### src/rtl/psum_writeback_ctrl.sv
// psum_writeback_ctrl: drains each PE's psum buffer in order, applies optional
// ReLU, and writes the words to consecutive global-buffer addresses.
module psum_writeback_ctrl #(
  parameter int unsigned N                        = 3,
  parameter int unsigned N_WIDTH                  = 2,
  parameter int unsigned PSUM_ADDR_WIDTH          = 5,
  parameter int unsigned GLOBAL_BUFFER_ADDR_WIDTH = 10,
  parameter int unsigned DATA_WIDTH               = 16
) (
  input  logic                                clk,
  input  logic                                rst,
  input  logic                                Start,
  input  logic [GLOBAL_BUFFER_ADDR_WIDTH-1:0] base_addr,
  input  logic [PSUM_ADDR_WIDTH:0]            psum_count,
  input  logic                                relu_en,
  output logic                                Busy,
  output logic                                Done,
  output logic                                psum_rd_en,
  output logic [N_WIDTH-1:0]                  psum_sel,
  output logic [PSUM_ADDR_WIDTH-1:0]          psum_rd_addr,
  input  logic [DATA_WIDTH-1:0]               psum_rd_data,
  output logic                                gb_wr_en,
  output logic [GLOBAL_BUFFER_ADDR_WIDTH-1:0] gb_wr_addr,
  output logic [DATA_WIDTH-1:0]               gb_wr_data,
  input  logic                                gb_wr_ready
);

  localparam int unsigned CNT_W = PSUM_ADDR_WIDTH + 1;
  localparam int unsigned GB_W  = GLOBAL_BUFFER_ADDR_WIDTH;
  localparam int unsigned DW    = DATA_WIDTH;

  typedef enum logic [2:0] {
    IDLE = 3'd0,
    RD   = 3'd1,
    CAP  = 3'd2,
    WR   = 3'd3,
    DONE = 3'd4
  } state_t;

  state_t               state, state_n;
  logic [GB_W-1:0]      wr_addr, wr_addr_n;
  logic [CNT_W-1:0]     cnt, cnt_n;
  logic [CNT_W-1:0]     elem, elem_n;
  logic [N_WIDTH-1:0]   pe_idx, pe_idx_n;
  logic                 relu_q, relu_n;
  logic [DW-1:0]        hold, hold_n;

  logic                       busy_n, done_n, rd_en_n, wr_en_n;
  logic [N_WIDTH-1:0]         sel_n;
  logic [PSUM_ADDR_WIDTH-1:0] rd_addr_n;
  logic [GB_W-1:0]            gb_addr_n;
  logic [DW-1:0]              gb_data_n;

  // Next-state, datapath and next-output decode; outputs are registered from
  // the next state so every output is valid in the same cycle as its state.
  always_comb begin
    state_n   = state;
    wr_addr_n = wr_addr;
    cnt_n     = cnt;
    elem_n    = elem;
    pe_idx_n  = pe_idx;
    relu_n    = relu_q;
    hold_n    = hold;

    case (state)
      IDLE: begin
        if (Start) begin
          wr_addr_n = base_addr;
          cnt_n     = psum_count;
          relu_n    = relu_en;
          pe_idx_n  = '0;
          elem_n    = '0;
          state_n   = (psum_count == '0) ? DONE : RD;
        end
      end
      RD: state_n = CAP;
      CAP: begin
        hold_n  = (relu_q && psum_rd_data[DW-1]) ? '0 : psum_rd_data;
        state_n = WR;
      end
      WR: begin
        if (gb_wr_ready) begin
          wr_addr_n = wr_addr + GB_W'(1);
          if (elem == cnt - CNT_W'(1)) begin
            elem_n = '0;
            if (pe_idx == N_WIDTH'(N - 1)) begin
              state_n = DONE;
            end else begin
              pe_idx_n = pe_idx + N_WIDTH'(1);
              state_n  = RD;
            end
          end else begin
            elem_n  = elem + CNT_W'(1);
            state_n = RD;
          end
        end
      end
      DONE:    state_n = IDLE;
      default: state_n = IDLE;
    endcase

    busy_n    = (state_n != IDLE);
    done_n    = (state_n == DONE);
    rd_en_n   = (state_n == RD);
    sel_n     = rd_en_n ? pe_idx_n : '0;
    rd_addr_n = rd_en_n ? elem_n[PSUM_ADDR_WIDTH-1:0] : '0;
    wr_en_n   = (state_n == WR);
    gb_addr_n = wr_en_n ? wr_addr_n : '0;
    gb_data_n = wr_en_n ? hold_n : '0;
  end

  // State, working registers and registered outputs; reset aborts at once.
  always_ff @(posedge clk or posedge rst) begin
    if (rst) begin
      state        <= IDLE;
      wr_addr      <= '0;
      cnt          <= '0;
      elem         <= '0;
      pe_idx       <= '0;
      relu_q       <= 1'b0;
      hold         <= '0;
      Busy         <= 1'b0;
      Done         <= 1'b0;
      psum_rd_en   <= 1'b0;
      psum_sel     <= '0;
      psum_rd_addr <= '0;
      gb_wr_en     <= 1'b0;
      gb_wr_addr   <= '0;
      gb_wr_data   <= '0;
    end else begin
      state        <= state_n;
      wr_addr      <= wr_addr_n;
      cnt          <= cnt_n;
      elem         <= elem_n;
      pe_idx       <= pe_idx_n;
      relu_q       <= relu_n;
      hold         <= hold_n;
      Busy         <= busy_n;
      Done         <= done_n;
      psum_rd_en   <= rd_en_n;
      psum_sel     <= sel_n;
      psum_rd_addr <= rd_addr_n;
      gb_wr_en     <= wr_en_n;
      gb_wr_addr   <= gb_addr_n;
      gb_wr_data   <= gb_data_n;
    end
  end

endmodule

### config.mk
export PLATFORM = sky130hd
export DESIGN_NAME = psum_writeback_ctrl
export DESIGN_NICKNAME = d
export VERILOG_FILES = /design/src/rtl/psum_writeback_ctrl.sv
export SDC_FILE = /design/constraint.sdc
export NUM_CORES = 1
export LEC_CHECK = 0
export ABC_AREA = 0
export CAP_MARGIN = 10
export CORE_MARGIN = 4
export CORE_UTILIZATION = 40
export DETAILED_ROUTE_END_ITERATION = 8
export GPL_TIMING_DRIVEN = 0
export PLACE_DENSITY_LB_ADDON = 0.05
export SLEW_MARGIN = 20
export SYNTH_ARGS = -nofsm -noshare
export SYNTH_HDL_FRONTEND = slang
export SYNTH_SLANG_ARGS = --single-unit
### constraint.sdc
create_clock -name clk -period 6.71 [get_ports clk]
set_clock_uncertainty 0.1 [all_clocks]
set_input_delay 0.671 -clock clk [delete_from_list [all_inputs] [get_ports clk]]
set_output_delay 0.671 -clock clk [all_outputs]
set_load 0.005 [all_outputs]
### Power grid, run 1

Bar = 20 µm. Pins as bars on the die edge.
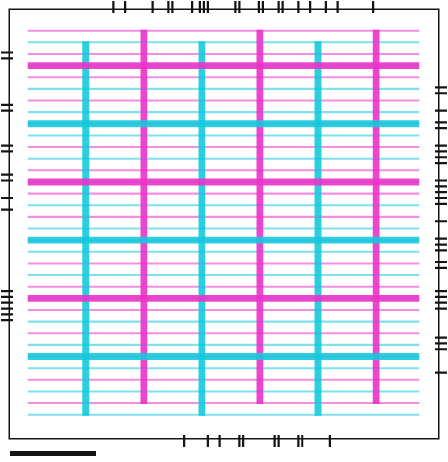
[magenta] VDD
[cyan] VSS
signal pins: 74
rows: 33
met4 straps: 6
met1 rails: 34
met5 straps: 6

### Placement by cell class, run 1

Bar = 20 µm.
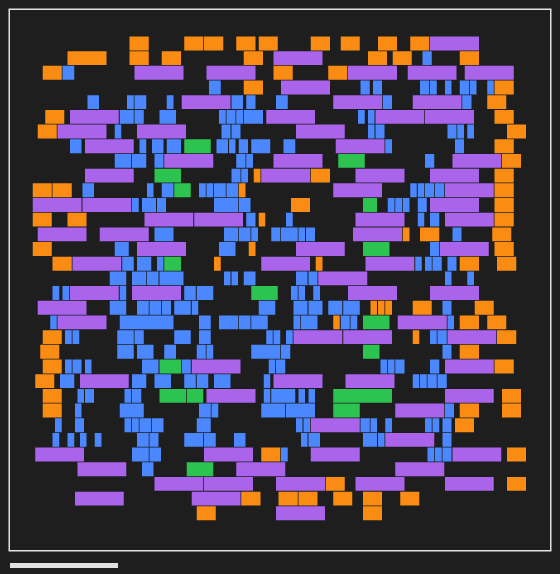
[orange] remaining buffers and delay cells | cells: 86
[blue] remaining logic cells | cells: 233
[green] clock drivers and dummy loads | cells: 16
[purple] registers | cells: 81

==> reports/qor.txt, run 1 <==
status: finished clean
# Cells Yosys: 326
Total Wirelength: 7570 µm
fin util: 0.545
peak supply drop: 0.000148 V
Fin. Hold Viols: 0
register share of total power: 0.409
Rel. slew slack: 0.298
Int Pwr: 1.23 mW
slowest cell on the critical path: nor4b_1
worst path required time: 6.87 ns
cells after synthesis: 326
crit-path cells: clkdlybuf4s50_1, nor4b_1, clkbuf_1, clkbuf_1, nand2_1, o21ai_0
post_cts resized: 0
# setup viols final: 0
Syn-to-layout area delta: 32.2%
gr usage total: 0.161
class of the worst hold path: flip-flop to flip-flop
Final Max Tran Viols: 0
via count: 2578
Simple-Gate Area Share: 0.215
CP endpoint kind: flip-flop
fin crit period: 2.94 ns
largest net degree at the start of global routing: 43
Final HPWL DP: 5440 µm
stage-log warning count: 27
core area: 8220 µm²
max cap viols: 0
ANT nets after route: 0
top comb family, area: simple AND/OR/NAND/NOR gates
clock sinks: 81
critical path's most frequent cell: clkbuf_1
Seq share, synth: 0.598
Fill cells: 773
synthesized cell area: 3390 µm²
chip area in the Yosys report: 3390 µm²
chip area: 10000 µm²
family with the most delay on the worst path: buffers and inverters
async set or reset register ratio after synthesis: 1.00
most instantiated logic cells after routing: dfrtp_1 (81), clkdlybuf4s50_1 (73), nand2_1 (67)
RSZ-0062 raised after global routing: no
root buffer cell: clkbuf_8
Startpoint Class: primary input
fin nets: 453
fmax: 0.340 GHz
htree depth: 3
count of library flops with an enable pin: 0
Final period util: 0.438
Comb power frac: 0.398
first-pass GRT wire length: 12600 µm
### Clock distribution, run 1

Bar = 20 µm.
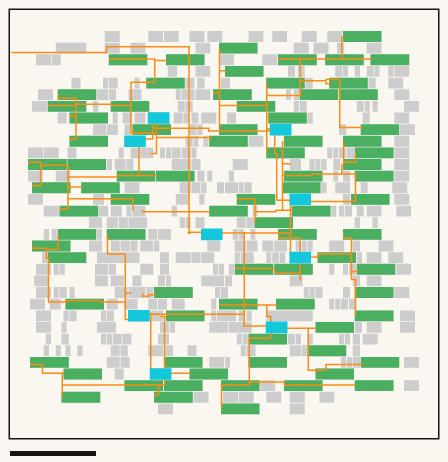
[cyan] clock-net drivers | count: 9
[green] flip-flops | count: 81
[orange] clock wires | length: 983 µm
flops lie: spread over the die

### Signal wires by layer, run 1

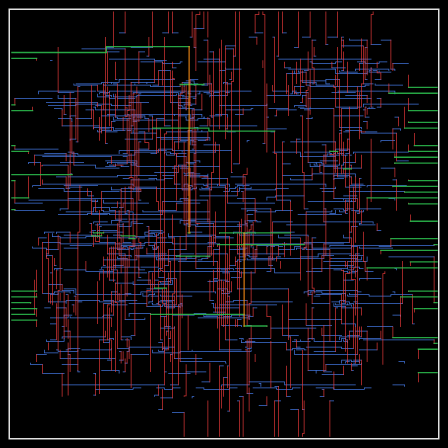
[green] M3 | wire length: 446 µm
[blue] M1 | wire length: 3510 µm
[orange] M4 | wire length: 65.3 µm
[red] M2 | wire length: 3550 µm

run 1: cell usage after synthesis (all sizes together) (6+ instances only):
cell type | n | area [µm²]
a21oi | 21 | 109
and2 | 13 | 81.3
clkbuf | 12 | 45.0
dfrtp | 81 | 2030
inv | 10 | 37.5
nand2 | 67 | 251
nand3 | 21 | 110
nor2 | 14 | 52.6
nor3 | 7 | 35.0
o21ai | 10 | 50.1
xnor2 | 6 | 52.6
run 1: area by class of cell:
cell class / instances / area, µm² / share of cell area
repair buffers: 74 / 751 / 0.168
flip-flops and latches: 81 / 2030 / 0.452
inverters: 10 / 40.0 / 0.00894
clock buffers: 9 / 124 / 0.0276
plain buffers: 12 / 45.0 / 0.0101
well taps: 105 / 131 / 0.0293
multi-input cells: 223 / 1280 / 0.285
clock inverters: 7 / 83.8 / 0.0187
run 1: per-layer routing:
layer	global-route usage	vias to the layer above	wire [µm]
met4	0.0497	0	65
met5	0	-	0
li1	-	1298	-
met3	0.0438	5	445
met2	0.252	70	3550
met1	0.219	1205	3510
run 1: power groups by stage:
stage / logic, mW / registers (mW) / clock network, mW
final: 0.767 / 0.789 / 0.371
after global routing: 0.864 / 0.817 / 0.403
after CTS: 0.780 / 0.790 / 0.384
after detailed placement: 0.776 / 0.799 / 0
after global placement: 0.762 / 0.793 / 0
after floorplan: 0.452 / 0.789 / 0
run 1: kinds of logic (layout without fill, tap and decap cells):
group                      after synthesis  count (layout)
xor gates and xnor gates                 6               6
AOI/OAI and AO/OA                       59              59
adders and majority gates                5               5
buffers and inverters                   22             112
DFF                                     81              81
muxes                                    2               2
and+or+nand+nor                        151             151
run 1: through the flow:
step / instance area [µm²] / total power, mW / setup WS [ns] / std cells / hold slack [ns]
after floorplan: 3390 / 1.24 / 3.86 / 326 / 0.333
after global placement: 4250 / 1.55 / 2.52 / 504 / 0.342
after detailed placement: 4270 / 1.57 / 3.39 / 505 / 0.351
after CTS: 4480 / 1.95 / 3.76 / 521 / 0.372
after global routing: 4480 / 2.08 / 3.52 / 521 / 0.383
final: 4480 / 1.93 / 3.77 / 521 / 0.367
run 1: worst paths after layout:
path,start,endpoint,cells after the start
max,Start,Done,6
min,hold[0],hold[0],2
max reg2reg,cnt[2],psum_rd_addr[2],6
min reg2reg,hold[0],hold[0],2
max in group asynchronous,rst,gb_wr_data[1],3
min in group asynchronous,rst,gb_wr_addr[5],2
run 1: worst min-delay path: cells and delay by family, from the launching register on:
| kind | cells | cell delay [ns] |
|---|---|---|
| flip-flops | 1 | 0.33 |
| AND/OR/NAND/NOR | 2 | 0.11 |
run 1: state kept, by name (all words and copies together) (netlist names):
| register | cells |
|---|---|
| gb_wr_data | 16 |
| hold | 16 |
| gb_wr_addr | 10 |
| wr_addr | 10 |
| cnt | 6 |
| elem | 6 |
| psum_rd_addr | 5 |
| state | 3 |
| pe_idx | 2 |
| psum_sel | 2 |
| Busy | 1 |
| Done | 1 |
| gb_wr_en | 1 |
| psum_rd_en | 1 |
| relu_q | 1 |
## Run 2: what changed since run 1
==> constraint.sdc (replaced) <==
create_clock -name clk -period 2.75 [get_ports clk]
set_clock_uncertainty 0.1 [all_clocks]
set_input_delay 0.275 -clock clk [delete_from_list [all_inputs] [get_ports clk]]
set_output_delay 0.275 -clock clk [all_outputs]
set_load 0.005 [all_outputs]
### Routing congestion map, run 2

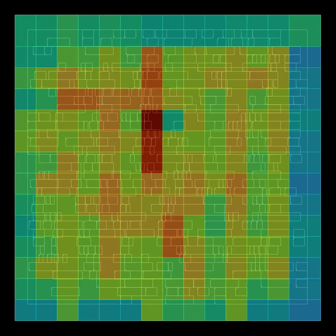
fin util: 0.550
GRT met2 Usage: 0.252
Routed WL per cell: 14.6 µm
gr usage total: 0.161

### Placement by cell class, run 2

Bar = 20 µm.
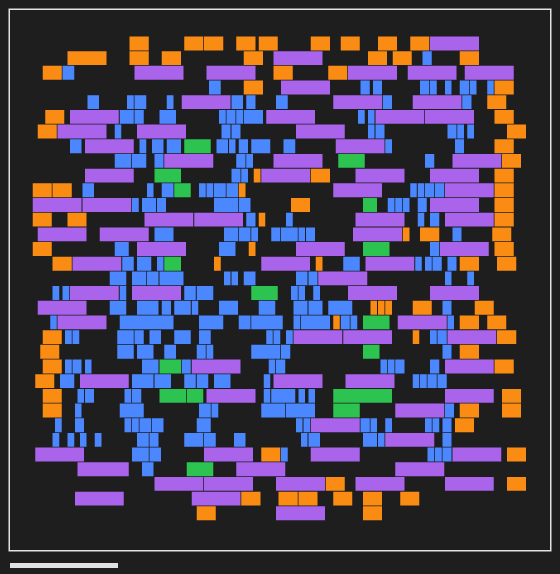
[blue] remaining logic cells | cells: 233
[green] clock drivers and dummy loads | cells: 16
[purple] registers | cells: 81
[orange] remaining buffers and delay cells | cells: 86

### Clock distribution, run 2

Bar = 20 µm.
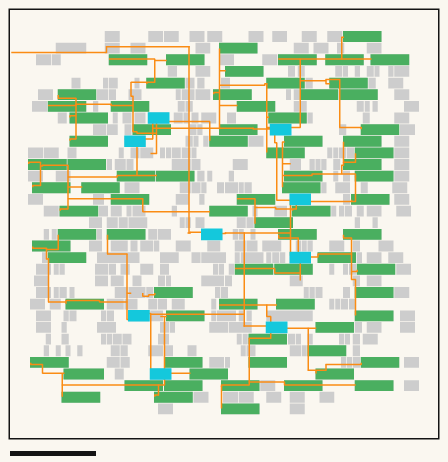
[cyan] clock-net drivers | count: 9
[green] flip-flops | count: 81
[orange] clock wires | length: 994 µm
flops lie: spread over the die
routed clock nets: 10

==> run 2 against run 1 <==
Effect of this change: setup slack worse by 3.7 ns; final area increased by 0.78%; cell count stayed put; sequential share of layout area is 0.32 points lower; non-clock buffer count unchanged; synthesized cell count is the same; power grew 150%; highest routed layer unchanged.
==> reports/qor.txt, run 2 <==
htree depth: 3 (unchanged)
synthesized cell area: 3390 µm² (unchanged)
RR Endpoint: psum_rd_addr[2] (unchanged)
Int Pwr: 3.03 mW (was 1.23 mW)
stage-log warning count: 28 (was 27)
async set or reset register ratio after synthesis: 1.00 (unchanged)
fmax: 0.374 GHz
ANT nets after route: 0 (unchanged)
fin nets: 453 (unchanged)
cells after synthesis: 326 (unchanged)
most instantiated logic cells after routing: dfrtp_1 (80), clkdlybuf4s50_1 (73), nand2_1 (67) (was dfrtp_1 (81), clkdlybuf4s50_1 (73), nand2_1 (67))
max cap viols: 0 (unchanged)
termination of the worst setup path: psum_rd_addr[2] (was Done)
fin crit period: 2.67 ns
core area: 8220 µm² (unchanged)
Seq share, synth: 0.598 (unchanged)
Comb power frac: 0.402 (was 0.398)
via count: 2562 (was 2578)
RR Startpoint: cnt[0] (was cnt[2])
switching share of power: 0.361 (was 0.360)
Fill cells: 770 (was 773)
root buffer cell: clkbuf_8 (unchanged)
RSZ-0062 raised after global routing: yes (was no)
Area leader share: 0.598 (unchanged)
fin area: 4520 µm² (was 4480 µm²)
critical path class: flip-flop to flip-flop (was primary input to flip-flop)
Fin. Hold Viols: 0 (unchanged)
status: finished clean (unchanged)
Total Wirelength: 7630 µm (was 7570 µm)
clock sinks: 81 (unchanged)
Final HPWL DP: 5440 µm (unchanged)
Syn-to-layout area delta: 33.3% (was 32.2%)
Worst Reg-to-Reg Cells: 6 (unchanged)
chip area: 10000 µm² (unchanged)
peak supply drop: 0.000368 V (was 0.000148 V)
top cells by count: dfrtp_1 (81), nand2_1 (67), a21oi_1 (20), nand3_1 (20), nor2_1 (14) (unchanged)
Rows: 33 (unchanged)
CP endpoint kind: flip-flop (unchanged)
count of library flops with an enable pin: 0 (unchanged)
Placed Area: 4270 µm² (unchanged)
count leader, synth: dfrtp_1 (unchanged)
chip area in the Yosys report: 3390 µm² (unchanged)
register share of total power: 0.407 (was 0.409)
# Cells Yosys: 326 (unchanged)
# setup viols final: 0 (unchanged)
Main synth FF type: dfrtp_1 (unchanged)
Startpoint Class: flip-flop (was primary input)
first-pass GRT wire length: 12600 µm (about the same)
Final period util: 0.972
Rel. slew slack: 0.519 (was 0.298)
## run 2: metrics by stage
stage,instances,hold WS [ns],worst slack [ns],power (mW),utilization
floorplan,326,0.280,0.242,3.03,-
global placement,504,0.342,-1.05,3.79,0.517
detailed placement,505,0.351,-0.176,3.84,0.520
CTS,521,0.220,0.00788,4.77,0.546
global route,521,0.242,0.00404,5.12,0.550
finish,521,0.204,0.0780,4.75,0.550
## run 2: layout make-up
type / instances / area, µm² / share of cell area
buffer: 12 / 45.0 / 0.00998
clock buffer: 9 / 124 / 0.0274
clock inverter: 7 / 83.8 / 0.0186
inverter: 10 / 40.0 / 0.00887
multi-input combinational: 223 / 1310 / 0.291
sequential: 81 / 2030 / 0.449
tap: 105 / 131 / 0.0291
timing repair buffer: 74 / 751 / 0.166
## run 2: cell families (layout without fill, tap and decap cells)
| group | count (synthesis) | after routing | share of synthesized area |
|---|---|---|---|
| buf+inv | 22 | 112 | 0.0244 |
| xor+xnor | 6 | 6 | 0.0155 |
| fa+ha+maj | 5 | 5 | 0.0185 |
| simple gates | 151 | 151 | 0.215 |
| mux | 2 | 2 | 0.00886 |
| flops | 81 | 81 | 0.598 |
| compound gates | 59 | 59 | 0.119 |
## run 2: timing repair
item | in CTS | in global routing
pin swaps | 0 | 3
endpoints found under the setup margin | 1 | 16
buffers inserted | 0 | 0
hold buffers | 0 | 0
gates resized | 1 | 6
## run 2: metal layers
| metal | share of wire | up-vias | routed length (µm) | track usage |
|---|---|---|---|---|
| li1 | - | 1297 | - | - |
| met1 | 0.47 | 1204 | 3600 | 0.219 |
| met2 | 0.47 | 56 | 3570 | 0.252 |
| met3 | 0.052 | 5 | 399 | 0.0438 |
| met4 | 0.0085 | 0 | 65 | 0.0497 |
| met5 | 0 | - | 0 | 0 |
## run 2: worst min path at each step
stage	startpoint	to	slack [ns]	depth (start not counted)
floorplan	psum_count[2]	cnt[2]	0.28	2
global placement	hold[11]	hold[11]	0.34	2
detailed placement	hold[11]	hold[11]	0.35	2
CTS	rst	gb_wr_addr[5]	0.22	2
global route	rst	wr_addr[5]	0.24	2
finish	rst	gb_wr_addr[5]	0.20	2
## run 2: power groups by stage
stage | Clock (mW) | Sequential, mW | Combinational (mW)
floorplan | 0 | 1.93 | 1.10
global placement | 0 | 1.93 | 1.86
detailed placement | 0 | 1.95 | 1.89
CTS | 0.937 | 1.93 | 1.91
global route | 0.984 | 2.00 | 2.14
finish | 0.908 | 1.93 | 1.91
## run 2: worst max-delay path, stage by stage, from the launching register on
cell and delay (ns):
dfrtp_1 0.42, or4_4 0.55, or3_4 0.35, a2111oi_4 0.44
nand4_1 0.25, a21oi_4 0.27, o21ba_1 0.18
## Run 3: what changed since run 2
--- a/config.mk
+++ b/config.mk
@@ -7,11 +7,14 @@
 export LEC_CHECK = 0
 export ABC_AREA = 0
 export CAP_MARGIN = 10
+export CELL_PAD_IN_SITES_DETAIL_PLACEMENT = 1
+export CELL_PAD_IN_SITES_GLOBAL_PLACEMENT = 1
 export CORE_MARGIN = 4
-export CORE_UTILIZATION = 40
+export CORE_UTILIZATION = 39
 export DETAILED_ROUTE_END_ITERATION = 8
 export GPL_TIMING_DRIVEN = 0
 export PLACE_DENSITY_LB_ADDON = 0.05
+export RECOVER_POWER = 50
 export SLEW_MARGIN = 20
 export SYNTH_ARGS = -nofsm -noshare
 export SYNTH_HDL_FRONTEND = slang
### Placement by cell class, run 3

Bar = 20 µm.
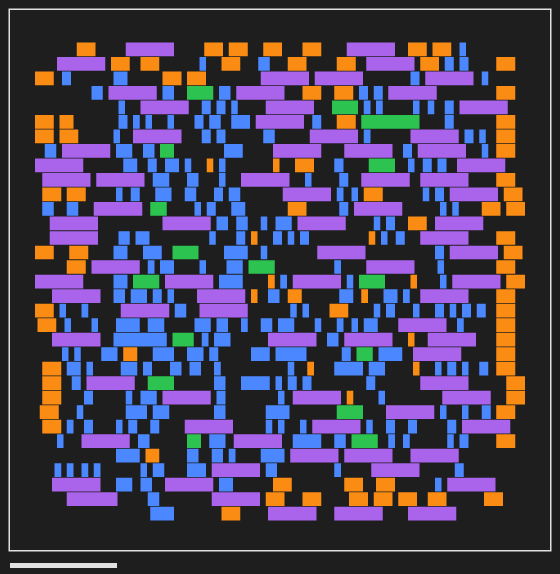
[orange] remaining buffers and delay cells | cells: 89
[purple] registers | cells: 81
[green] clock drivers and dummy loads | cells: 16
[blue] remaining logic cells | cells: 233

### Signal wires by layer, run 3

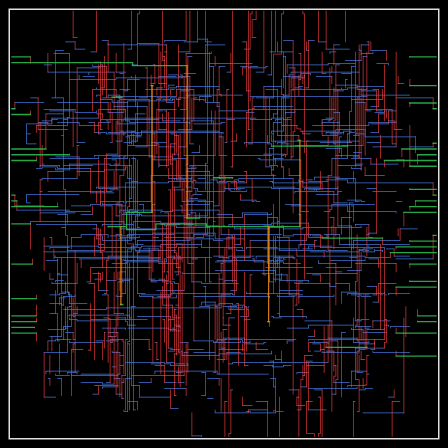
[red] M2 | wire length: 4450 µm
[green] M3 | wire length: 392 µm
[orange] M4 | wire length: 127 µm
[blue] M1 | wire length: 3760 µm

### Clock distribution, run 3

Bar = 20 µm.
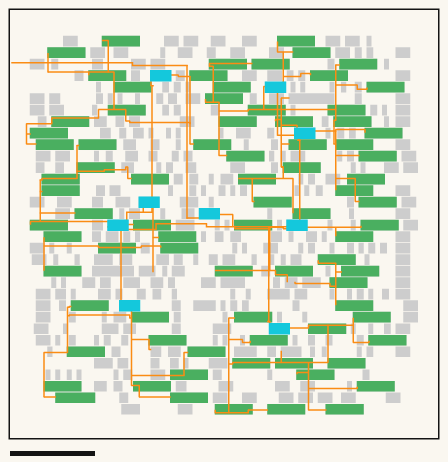
[orange] clock wires | length: 1080 µm
[cyan] clock-net drivers | count: 9
[green] flip-flops | count: 81
flops lie: spread over the die

==> run 3 against run 2 <==
Effect of this change: the flow now finishes with violations (max-capacitance violations, max-slew violations); flip-flop count is the same; die area up 2.4%; fmax increased by 0.35%; power increased by 1.9%; sequential power about the same; critical path depth increased by 1; setup slack improved by 0.0092 ns; cell count up 0.58%.
==> reports/qor.txt, run 3 <==
Final Instance Count excl. Fillers: 524 (was 521)
htree depth: 3 (unchanged)
cells after synthesis: 326 (unchanged)
max cap viols: 1 (was 0)
largest area contributor in the netlist: dfrtp_1 (unchanged)
peak supply drop: 0.000512 V (was 0.000368 V)
largest net degree at the start of global routing: 47 (was 43)
top cells by count: dfrtp_1 (81), nand2_1 (67), a21oi_1 (20), nand3_1 (20), nor2_1 (14) (unchanged)
fin util: 0.544 (was 0.550)
chip area: 10200 µm² (was 10000 µm²)
Rows: 33 (unchanged)
ANT nets after route: 0 (unchanged)
# Cells Yosys: 326 (unchanged)
crit-path max cell delay: 0.55 ns (about the same)
status: finished with violations (was finished clean)
Area leader share: 0.598 (unchanged)
worst path required time: 2.90 ns (was 2.88 ns)
critical path class: flip-flop to flip-flop (unchanged)
first-pass GRT wire length: 14400 µm (was 12600 µm)
Final Max Tran Viols: 37 (was 0)
Startpoint Class: flip-flop (unchanged)
fin crit period: 2.66 ns (was 2.67 ns)
failing checks: max-capacitance violations, max-slew violations
## run 3: worst paths after layout
kind                            end    start
max                        state[0]   cnt[0]
min                          relu_q  relu_en
max reg2reg                state[0]   cnt[0]
min reg2reg                 hold[4]  hold[4]
max in group asynchronous   hold[5]      rst
min in group asynchronous  gb_wr_en      rst
## run 3: worst max-delay path: cells and delay by family, from the launching register on
kind	cells	cell delay (ns)
simple gates	3	1.08
compound gates	2	0.55
flops	1	0.42
buf+inv	2	0.40
## run 3: through the flow
stage | hold slack, ns | cell area (µm²) | total power, mW | worst slack (ns)
floorplan | 0.280 | 3390 | 3.03 | 0.242
global placement | 0.343 | 4250 | 3.82 | -1.07
detailed placement | 0.354 | 4280 | 3.92 | -0.179
CTS | 0.200 | 4510 | 4.89 | 0.0127
global route | 0.372 | 4530 | 5.23 | -0.00762
finish | 0.352 | 4530 | 4.84 | 0.0873
## run 3: what timing repair did
action / CTS / global route
endpoints found under the setup margin: 2 / 19
pin swaps: 1 / 1
gates resized: 2 / 6
setup buffers: 1 / 2
## run 3: cell families (layout without fill, tap and decap cells)
logic type / Yosys count / after routing / share of synthesized area
multiplexers: 2 / 2 / 0.00886
AND/OR/NAND/NOR: 151 / 151 / 0.215
adder cells (fa/ha/maj): 5 / 5 / 0.0185
AND-OR/OR-AND: 59 / 59 / 0.119
XOR/XNOR: 6 / 6 / 0.0155
buffers and inverters: 22 / 115 / 0.0244
flip-flops: 81 / 81 / 0.598
## run 3: cell type report
class,count,area [µm²],share of cell area
clock buffers,10,138,0.0304
multi-input cells,223,1320,0.291
plain buffers,12,45.0,0.00993
flip-flops and latches,81,2030,0.447
repair buffers,77,761,0.168
inverters,10,38.8,0.00855
well taps,105,131,0.0290
clock inverters,6,73.8,0.0163
## run 3: metal layers
layer	track usage	part of all wire	vias to the layer above
met5	0	0	-
met4	0.0644	0.015	0
met3	0.0303	0.045	10
met2	0.311	0.51	60
met1	0.232	0.43	1355
li1	-	-	1300
## run 3: power breakdown
group | switching (mW) | internal (mW)
Sequential | 0.268 | 1.67
Combinational | 1.05 | 0.913
Clock | 0.475 | 0.455
Total | 1.80 | 3.04
Power is estimated from default activity; no workload was simulated.
